===== src/rtl/cache_pkg.sv =====
// Shared types and address-field helpers for the 2-way write-back cache.
package cache_pkg;

  typedef enum logic [1:0] {
    IDLE      = 2'd0,
    WRITEBACK = 2'd1,
    REFILL    = 2'd2,
    RESPOND   = 2'd3
  } state_t;

  function automatic int unsigned tag_bits(input int unsigned addr_w,
                                           input int unsigned sets_w,
                                           input int unsigned blocks_w);
    return addr_w - sets_w - blocks_w;
  endfunction

  function automatic int unsigned index_lsb(input int unsigned blocks_w);
    return blocks_w;
  endfunction

endpackage


===== src/rtl/cache_way.sv =====
// One way of the cache: tag/valid/dirty/data storage with an asynchronous read port.
module cache_way #(
  parameter int unsigned LOG_NUM_SETS   = 2,
  parameter int unsigned LOG_NUM_BLOCKS = 1,
  parameter int unsigned DATA_WIDTH     = 32,
  parameter int unsigned TAG_WIDTH      = 5
) (
  input  logic                                          clk,
  input  logic                                          rst,
  input  logic [LOG_NUM_SETS-1:0]                       idx,
  output logic [TAG_WIDTH-1:0]                          tag,
  output logic                                          valid,
  output logic                                          dirty,
  output logic [(2**LOG_NUM_BLOCKS)-1:0][DATA_WIDTH-1:0] line,
  input  logic                                          word_we,
  input  logic [LOG_NUM_BLOCKS-1:0]                     word_off,
  input  logic [DATA_WIDTH-1:0]                         word_data,
  input  logic                                          set_dirty,
  input  logic                                          clr_dirty,
  input  logic                                          fill_done,
  input  logic [TAG_WIDTH-1:0]                          fill_tag
);

  localparam int unsigned NUM_SETS   = 2**LOG_NUM_SETS;
  localparam int unsigned NUM_BLOCKS = 2**LOG_NUM_BLOCKS;

  logic [TAG_WIDTH-1:0]                   tag_mem  [NUM_SETS];
  logic [NUM_BLOCKS-1:0][DATA_WIDTH-1:0]  data_mem [NUM_SETS];
  logic [NUM_SETS-1:0]                    valid_mem;
  logic [NUM_SETS-1:0]                    dirty_mem;

  // Status bits are cleared by reset; a fill marks the line valid and clean.
  always_ff @(posedge clk) begin
    if (!rst) begin
      valid_mem <= '0;
      dirty_mem <= '0;
    end else begin
      if (fill_done) begin
        valid_mem[idx] <= 1'b1;
        dirty_mem[idx] <= 1'b0;
      end
      if (set_dirty) dirty_mem[idx] <= 1'b1;
      if (clr_dirty) dirty_mem[idx] <= 1'b0;
    end
  end

  always_ff @(posedge clk) begin
    if (word_we)   data_mem[idx][word_off] <= word_data;
    if (fill_done) tag_mem[idx]            <= fill_tag;
  end

  assign tag   = tag_mem[idx];
  assign valid = valid_mem[idx];
  assign dirty = dirty_mem[idx];
  assign line  = data_mem[idx];

endmodule


===== src/rtl/cache_2way_wb.sv =====
// 2-way set-associative write-back, write-allocate cache with word-beat memory port.
module cache_2way_wb
  import cache_pkg::*;
#(
  parameter int unsigned LOG_NUM_SETS   = 2,
  parameter int unsigned LOG_NUM_BLOCKS = 1,
  parameter int unsigned DATA_WIDTH     = 32,
  parameter int unsigned ADDR_WIDTH     = 8
) (
  input  logic                  clk,
  input  logic                  rst,
  input  logic                  cpu_req,
  input  logic                  cpu_we,
  input  logic [ADDR_WIDTH-1:0] cpu_addr,
  input  logic [DATA_WIDTH-1:0] cpu_wdata,
  output logic                  cpu_ready,
  output logic                  cpu_resp_valid,
  output logic [DATA_WIDTH-1:0] cpu_rdata,
  output logic                  cpu_hit,
  output logic                  mem_req,
  output logic                  mem_we,
  output logic [ADDR_WIDTH-1:0] mem_addr,
  output logic [DATA_WIDTH-1:0] mem_wdata,
  input  logic                  mem_ack,
  input  logic [DATA_WIDTH-1:0] mem_rdata
);

  localparam int unsigned TW  = tag_bits(ADDR_WIDTH, LOG_NUM_SETS, LOG_NUM_BLOCKS);
  localparam int unsigned LS  = LOG_NUM_SETS;
  localparam int unsigned LB  = LOG_NUM_BLOCKS;
  localparam int unsigned IXL = index_lsb(LOG_NUM_BLOCKS);
  localparam int unsigned NB  = 2**LOG_NUM_BLOCKS;
  localparam int unsigned NS  = 2**LOG_NUM_SETS;

  state_t state, next_state;
  logic [LB-1:0] beat, next_beat;
  logic          victim, nxt_victim;
  logic          req_we, nxt_we;
  logic [ADDR_WIDTH-1:0] req_addr, nxt_addr;
  logic [DATA_WIDTH-1:0] req_wdata, nxt_wdata;
  logic [NS-1:0] lru;

  logic [LB-1:0] cpu_off, req_off;
  logic [LS-1:0] cpu_idx, req_idx, nxt_idx, idx_sel;
  logic [TW-1:0] cpu_tag, req_tag, nxt_tag;

  logic [TW-1:0]                  way_tag  [2];
  logic [1:0]                     way_valid, way_dirty, hit_vec;
  logic [NB-1:0][DATA_WIDTH-1:0]  way_line [2];
  logic accept, hit, hit_way, pick_victim, last_beat;

  logic [1:0]            word_we, set_dirty, clr_dirty, fill_done;
  logic [LB-1:0]         word_off;
  logic [DATA_WIDTH-1:0] word_data;
  logic                  lru_we, lru_val;
  logic ready_d, resp_d, hit_d, mem_req_d, mem_we_d;
  logic [DATA_WIDTH-1:0] rdata_d, mem_wdata_d;
  logic [ADDR_WIDTH-1:0] mem_addr_d;

  assign cpu_off = cpu_addr[LB-1:0];
  assign cpu_idx = cpu_addr[IXL +: LS];
  assign cpu_tag = cpu_addr[ADDR_WIDTH-1 -: TW];
  assign req_off = req_addr[LB-1:0];
  assign req_idx = req_addr[IXL +: LS];
  assign req_tag = req_addr[ADDR_WIDTH-1 -: TW];
  assign idx_sel = (state == IDLE) ? cpu_idx : req_idx;

  for (genvar w = 0; w < 2; w++) begin : g_way
    cache_way #(
      .LOG_NUM_SETS(LS), .LOG_NUM_BLOCKS(LB), .DATA_WIDTH(DATA_WIDTH), .TAG_WIDTH(TW)
    ) u_way (
      .clk(clk), .rst(rst), .idx(idx_sel),
      .tag(way_tag[w]), .valid(way_valid[w]), .dirty(way_dirty[w]), .line(way_line[w]),
      .word_we(word_we[w]), .word_off(word_off), .word_data(word_data),
      .set_dirty(set_dirty[w]), .clr_dirty(clr_dirty[w]),
      .fill_done(fill_done[w]), .fill_tag(req_tag)
    );
    assign hit_vec[w] = way_valid[w] && (way_tag[w] == cpu_tag);
  end

  assign accept      = cpu_req && cpu_ready;
  assign hit         = |hit_vec;
  assign hit_way     = hit_vec[1];
  assign pick_victim = !way_valid[0] ? 1'b0 : (!way_valid[1] ? 1'b1 : lru[cpu_idx]);
  assign last_beat   = (beat == '1);

  // Request fields as they will be after this edge (latched on acceptance).
  assign nxt_victim = (state == IDLE && accept) ? pick_victim : victim;
  assign nxt_addr   = (state == IDLE && accept) ? cpu_addr  : req_addr;
  assign nxt_we     = (state == IDLE && accept) ? cpu_we    : req_we;
  assign nxt_wdata  = (state == IDLE && accept) ? cpu_wdata : req_wdata;
  assign nxt_idx    = nxt_addr[IXL +: LS];
  assign nxt_tag    = nxt_addr[ADDR_WIDTH-1 -: TW];

  always_ff @(posedge clk) begin
    if (!rst) state <= IDLE;
    else      state <= next_state;
  end

  always_comb begin
    next_state = state;
    next_beat  = beat;
    case (state)
      IDLE: if (accept && !hit) begin
        next_state = (way_valid[pick_victim] && way_dirty[pick_victim]) ? WRITEBACK : REFILL;
        next_beat  = '0;
      end
      WRITEBACK: if (mem_ack) begin
        next_state = last_beat ? REFILL : WRITEBACK;
        next_beat  = last_beat ? '0 : beat + LB'(1);
      end
      REFILL: if (mem_ack) begin
        next_state = last_beat ? RESPOND : REFILL;
        next_beat  = last_beat ? '0 : beat + LB'(1);
      end
      RESPOND: next_state = IDLE;
      default: next_state = IDLE;
    endcase
  end

  always_comb begin
    word_we     = '0;
    set_dirty   = '0;
    clr_dirty   = '0;
    fill_done   = '0;
    word_off    = cpu_off;
    word_data   = cpu_wdata;
    lru_we      = 1'b0;
    lru_val     = 1'b0;
    resp_d      = 1'b0;
    hit_d       = 1'b0;
    rdata_d     = cpu_rdata;
    ready_d     = (next_state == IDLE);
    mem_req_d   = (next_state == WRITEBACK) || (next_state == REFILL);
    mem_we_d    = (next_state == WRITEBACK);
    mem_addr_d  = '0;
    mem_wdata_d = '0;
    if (mem_req_d)
      mem_addr_d = {(mem_we_d ? way_tag[nxt_victim] : nxt_tag), nxt_idx, next_beat};
    if (mem_we_d)
      mem_wdata_d = way_line[nxt_victim][next_beat];
    case (state)
      IDLE: if (accept && hit) begin
        resp_d  = 1'b1;
        hit_d   = 1'b1;
        rdata_d = way_line[hit_way][cpu_off];
        lru_we  = 1'b1;
        lru_val = ~hit_way;
        if (cpu_we) begin
          word_we[hit_way]   = 1'b1;
          set_dirty[hit_way] = 1'b1;
        end
      end
      WRITEBACK: if (mem_ack && last_beat) clr_dirty[victim] = 1'b1;
      REFILL: if (mem_ack) begin
        word_we[victim] = 1'b1;
        word_off        = beat;
        word_data       = mem_rdata;
        if (last_beat) begin
          fill_done[victim] = 1'b1;
          lru_we  = 1'b1;
          lru_val = ~victim;
          resp_d  = 1'b1;
          // The requested word may be the one arriving on this very beat.
          rdata_d = (req_off == beat) ? mem_rdata : way_line[victim][req_off];
        end
      end
      RESPOND: if (req_we) begin
        word_we[victim]   = 1'b1;
        set_dirty[victim] = 1'b1;
        word_off          = req_off;
        word_data         = req_wdata;
      end
      default: ;
    endcase
  end

  always_ff @(posedge clk) begin
    if (!rst) begin
      beat           <= '0;
      victim         <= 1'b0;
      req_we         <= 1'b0;
      req_addr       <= '0;
      req_wdata      <= '0;
      lru            <= '0;
      cpu_ready      <= 1'b0;
      cpu_resp_valid <= 1'b0;
      cpu_hit        <= 1'b0;
      cpu_rdata      <= '0;
      mem_req        <= 1'b0;
      mem_we         <= 1'b0;
      mem_addr       <= '0;
      mem_wdata      <= '0;
    end else begin
      beat           <= next_beat;
      victim         <= nxt_victim;
      req_we         <= nxt_we;
      req_addr       <= nxt_addr;
      req_wdata      <= nxt_wdata;
      if (lru_we) lru[idx_sel] <= lru_val;
      cpu_ready      <= ready_d;
      cpu_resp_valid <= resp_d;
      cpu_hit        <= hit_d;
      cpu_rdata      <= rdata_d;
      mem_req        <= mem_req_d;
      mem_we         <= mem_we_d;
      mem_addr       <= mem_addr_d;
      mem_wdata      <= mem_wdata_d;
    end
  end

endmodule


===== config.mk =====
export PLATFORM = sky130hd
export DESIGN_NAME = cache_2way_wb
export DESIGN_NICKNAME = d
export VERILOG_FILES = /design/src/rtl/cache_pkg.sv /design/src/rtl/cache_way.sv /design/src/rtl/cache_2way_wb.sv
export SDC_FILE = /design/constraint.sdc
export NUM_CORES = 1
export LEC_CHECK = 0
export ABC_AREA = 1
export CORE_MARGIN = 2
export CORE_UTILIZATION = 30
export CTS_BUF_LIST = sky130_fd_sc_hd__clkbuf_2 sky130_fd_sc_hd__clkbuf_4 sky130_fd_sc_hd__clkbuf_8
export DETAILED_ROUTE_END_ITERATION = 12
export DONT_BUFFER_PORTS = 1
export SYNTH_ARGS = -nofsm -noshare
export SYNTH_HDL_FRONTEND = slang
export SYNTH_SLANG_ARGS = --single-unit

===== constraint.sdc =====
create_clock -name clk -period 8.5 [get_ports clk]
set_clock_uncertainty 0.2 [all_clocks]
set_input_delay 0.85 -clock clk [delete_from_list [all_inputs] [get_ports clk]]
set_output_delay 0.85 -clock clk [all_outputs]
set_load 0.03 [all_outputs]

==> impl_results.rst <==
Implementation results
======================

.. list-table::
   :header-rows: 1

   * - Metric
     - Value
   * - Internal
     - 6.44 mW
   * - Final Hold Vio Count
     - 0
   * - Synth Instances
     - 3,238
   * - Cell seen most often among critical-path stages
     - sky130_fd_sc_hd__nand2_1
   * - WL met2
     - 46.6 mm
   * - RSZ-0062 raised after global routing
     - no
   * - Synthesis-stage register bit count
     - 694
   * - Pin slew with the least headroom to its limit
     - 1.29 ns
   * - Met3 Routed Length
     - 13.0 mm
   * - Number of cell rows
     - 118
   * - Share of total power consumed by net switching
     - 39.8%
   * - IO Count
     - 154
   * - Vias per inst
     - 5.26
   * - Run status
     - completed
   * - Post-route clock period utilization
     - 75.9%
   * - Start point of the worst hold path
     - rst
   * - Synthesized Nets
     - 3,324
   * - Combined area of all synthesized cells
     - 31,300 um^2
   * - Fraction of final layout cells sized beyond drive strength 1
     - 9.30%
   * - Worst hold path depth
     - 2
   * - H-tree depth
     - 3
   * - Crit path required time
     - 8.95 ns
   * - GR peak layer
     - met2
   * - Biggest fanout along the worst timing path
     - 50
   * - Summed standard-cell area reported by yosys
     - 31,300 um^2
   * - Power after layout
     - 10.7 mW
   * - Total leakage power
     - 12.9 nW
   * - Worst setup path start
     - state[0]
   * - Setup-failing EPs final
     - 0
   * - Number of gates given a new drive strength after cts
     - 0
   * - Post-synthesis to final-layout area growth
     - 12.3%
   * - Path category of the worst min-delay check
     - primary input to flip-flop
   * - TritonCTS Sinks
     - 694
   * - Crit path setup slack, layout
     - 2.05 ns
   * - Number of cells on the worst reg-to-reg path
     - 24
   * - Nets
     - 3,283
   * - Pre-CTS worst setup slack
     - 2.30 ns
   * - Leading power group
     - registers
   * - Detailed Route Iter0 Violations
     - 3,187
   * - Delay-heaviest family, CP
     - buffers and inverters
## layout make-up
class | count | area share (%)
inverters | 265 | 2.84
multi-input cells | 2077 | 29.5
clock inverters | 47 | 1.01
flip-flops and latches | 694 | 55.3
well taps | 1380 | 4.92
diodes | 1 | 0.00712
clock buffers | 155 | 5.29
repair buffers | 52 | 1.16
## logic make-up after synthesis
family                   after synthesis  synth area share [%]
AND-OR/OR-AND                        526                  9.49
buffers and inverters                467                  5.94
AND/OR/NAND/NOR                     1510                  21.1
multiplexers                          32                  1.02
adder cells (fa/ha/maj)                9                 0.360
flip-flops                           694                  62.1
## final timing paths
kind / slack [ns] / end
worst max-delay path: 2.05 / mem_wdata[4]
worst min-delay path: 0.04 / cpu_rdata[17]
worst max register to register: 2.05 / mem_wdata[4]
worst min register to register: 0.28 / g_way[0].u_way.valid_mem[1]
## flip-flops by register name, summed over array words and instances, names as in the netlist, 2 cells and up, named ones only
register               flops
req_wdata                 32
mem_wdata                 32
req_addr                   8
g_way.u_way.valid_mem      8
mem_addr                   8
g_way.u_way.tag_mem       40
g_way.u_way.data_mem     512
state                      2
g_way.u_way.dirty_mem      2
cpu_rdata                 32
lru                        4
## synth_stat cells
library cell                instances  share of area, %
sky130_fd_sc_hd__nand3b_1           5              0.12
sky130_fd_sc_hd__nand2_1          772               9.3
sky130_fd_sc_hd__a22oi_1           67               1.6
sky130_fd_sc_hd__o21ai_2            1             0.028
sky130_fd_sc_hd__or2_2              5              0.10
sky130_fd_sc_hd__a21oi_1          241               3.9
sky130_fd_sc_hd__clkinv_1           2             0.024
sky130_fd_sc_hd__inv_1            256               3.1
sky130_fd_sc_hd__nand3_2            1             0.032
sky130_fd_sc_hd__nand3_1          314               5.0
sky130_fd_sc_hd__edfxtp_1         552                53
sky130_fd_sc_hd__nand4_1          105               2.1
sky130_fd_sc_hd__o21ai_0          170               2.7
sky130_fd_sc_hd__a211o_1            1             0.028
sky130_fd_sc_hd__nand2_4            2             0.072
sky130_fd_sc_hd__nand2_2            3             0.060
sky130_fd_sc_hd__o221ai_1          32              0.90
sky130_fd_sc_hd__buf_1             40              0.48
sky130_fd_sc_hd__and2_1            12              0.24
sky130_fd_sc_hd__o21a_1             4             0.096
sky130_fd_sc_hd__and3_1            67               1.3
sky130_fd_sc_hd__o2111ai_1          1             0.028
sky130_fd_sc_hd__ha_1               9              0.36
sky130_fd_sc_hd__inv_2              7             0.084
sky130_fd_sc_hd__buf_4              7              0.17
sky130_fd_sc_hd__o21bai_1           3             0.072
sky130_fd_sc_hd__mux2i_1           32               1.0
sky130_fd_sc_hd__nor2_4             1             0.036
sky130_fd_sc_hd__dfxtp_1          142               9.1
sky130_fd_sc_hd__nor3_1             3             0.048
sky130_fd_sc_hd__nor2_1           217               2.6
sky130_fd_sc_hd__clkbuf_1         123               1.5
sky130_fd_sc_hd__o211ai_1           1             0.024
sky130_fd_sc_hd__o22ai_1            1             0.020
sky130_fd_sc_hd__buf_6              6              0.22
sky130_fd_sc_hd__o21ai_1            2             0.032
sky130_fd_sc_hd__buf_2             26              0.42
sky130_fd_sc_hd__nor2_2             3             0.060
sky130_fd_sc_hd__o41ai_1            1             0.028
sky130_fd_sc_hd__o21ai_4            1             0.052
pinout.png
Pins as bars across the die edge, other pins in gray.
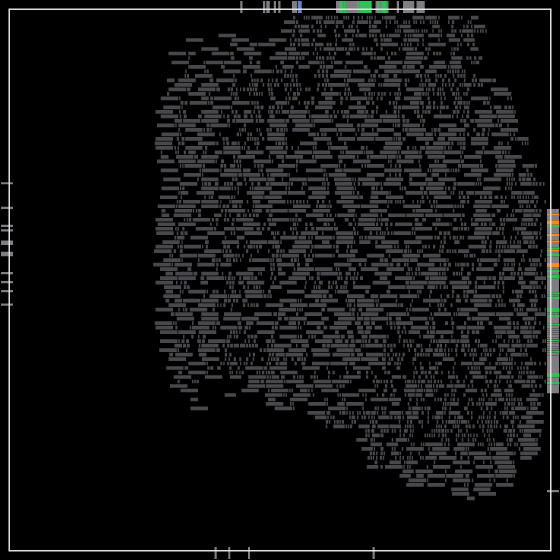
port	color	pins	direction	edge
mem_we	blue	1	output	top
cpu_wdata	green	32	input	17 right, 15 top
mem_addr	orange	8	output	right
all pins by edge	83 right, 55 top, 12 left, 4 bottom
Port Buf Inserts: 0
Die Height: 327 um
die width: 327 um

clock_nets.png
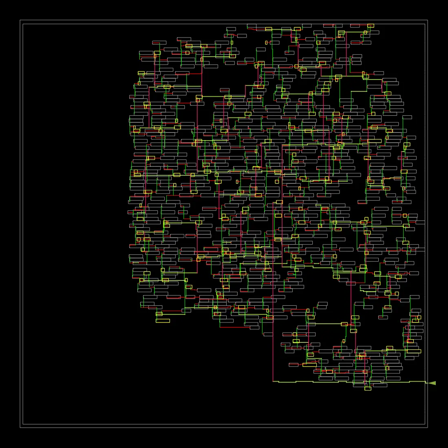
Late-Pin Clk Latency: 0.78 ns
CTS Buf Count: 107
reported clock group power: 2.91 mW
flip-flops: 694

layers.png
Only two layers are drawn.
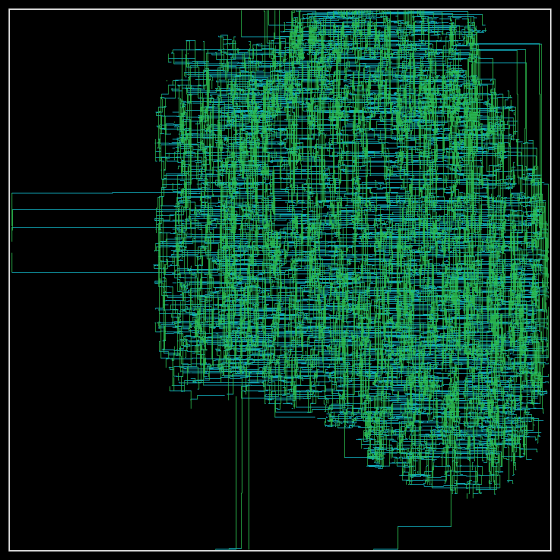
layer	color	wire length
M2	green	46.6 mm
M1	cyan	44.2 mm
average routed wire per standard cell: 22.8 um
count of vias placed by the detailed router: 24,600
total wirelength of the detailed-routed design: 106 mm
All-Layer GR Usage: 19.5%

Power figures rest on the tool's default switching activity, not on a simulated workload.
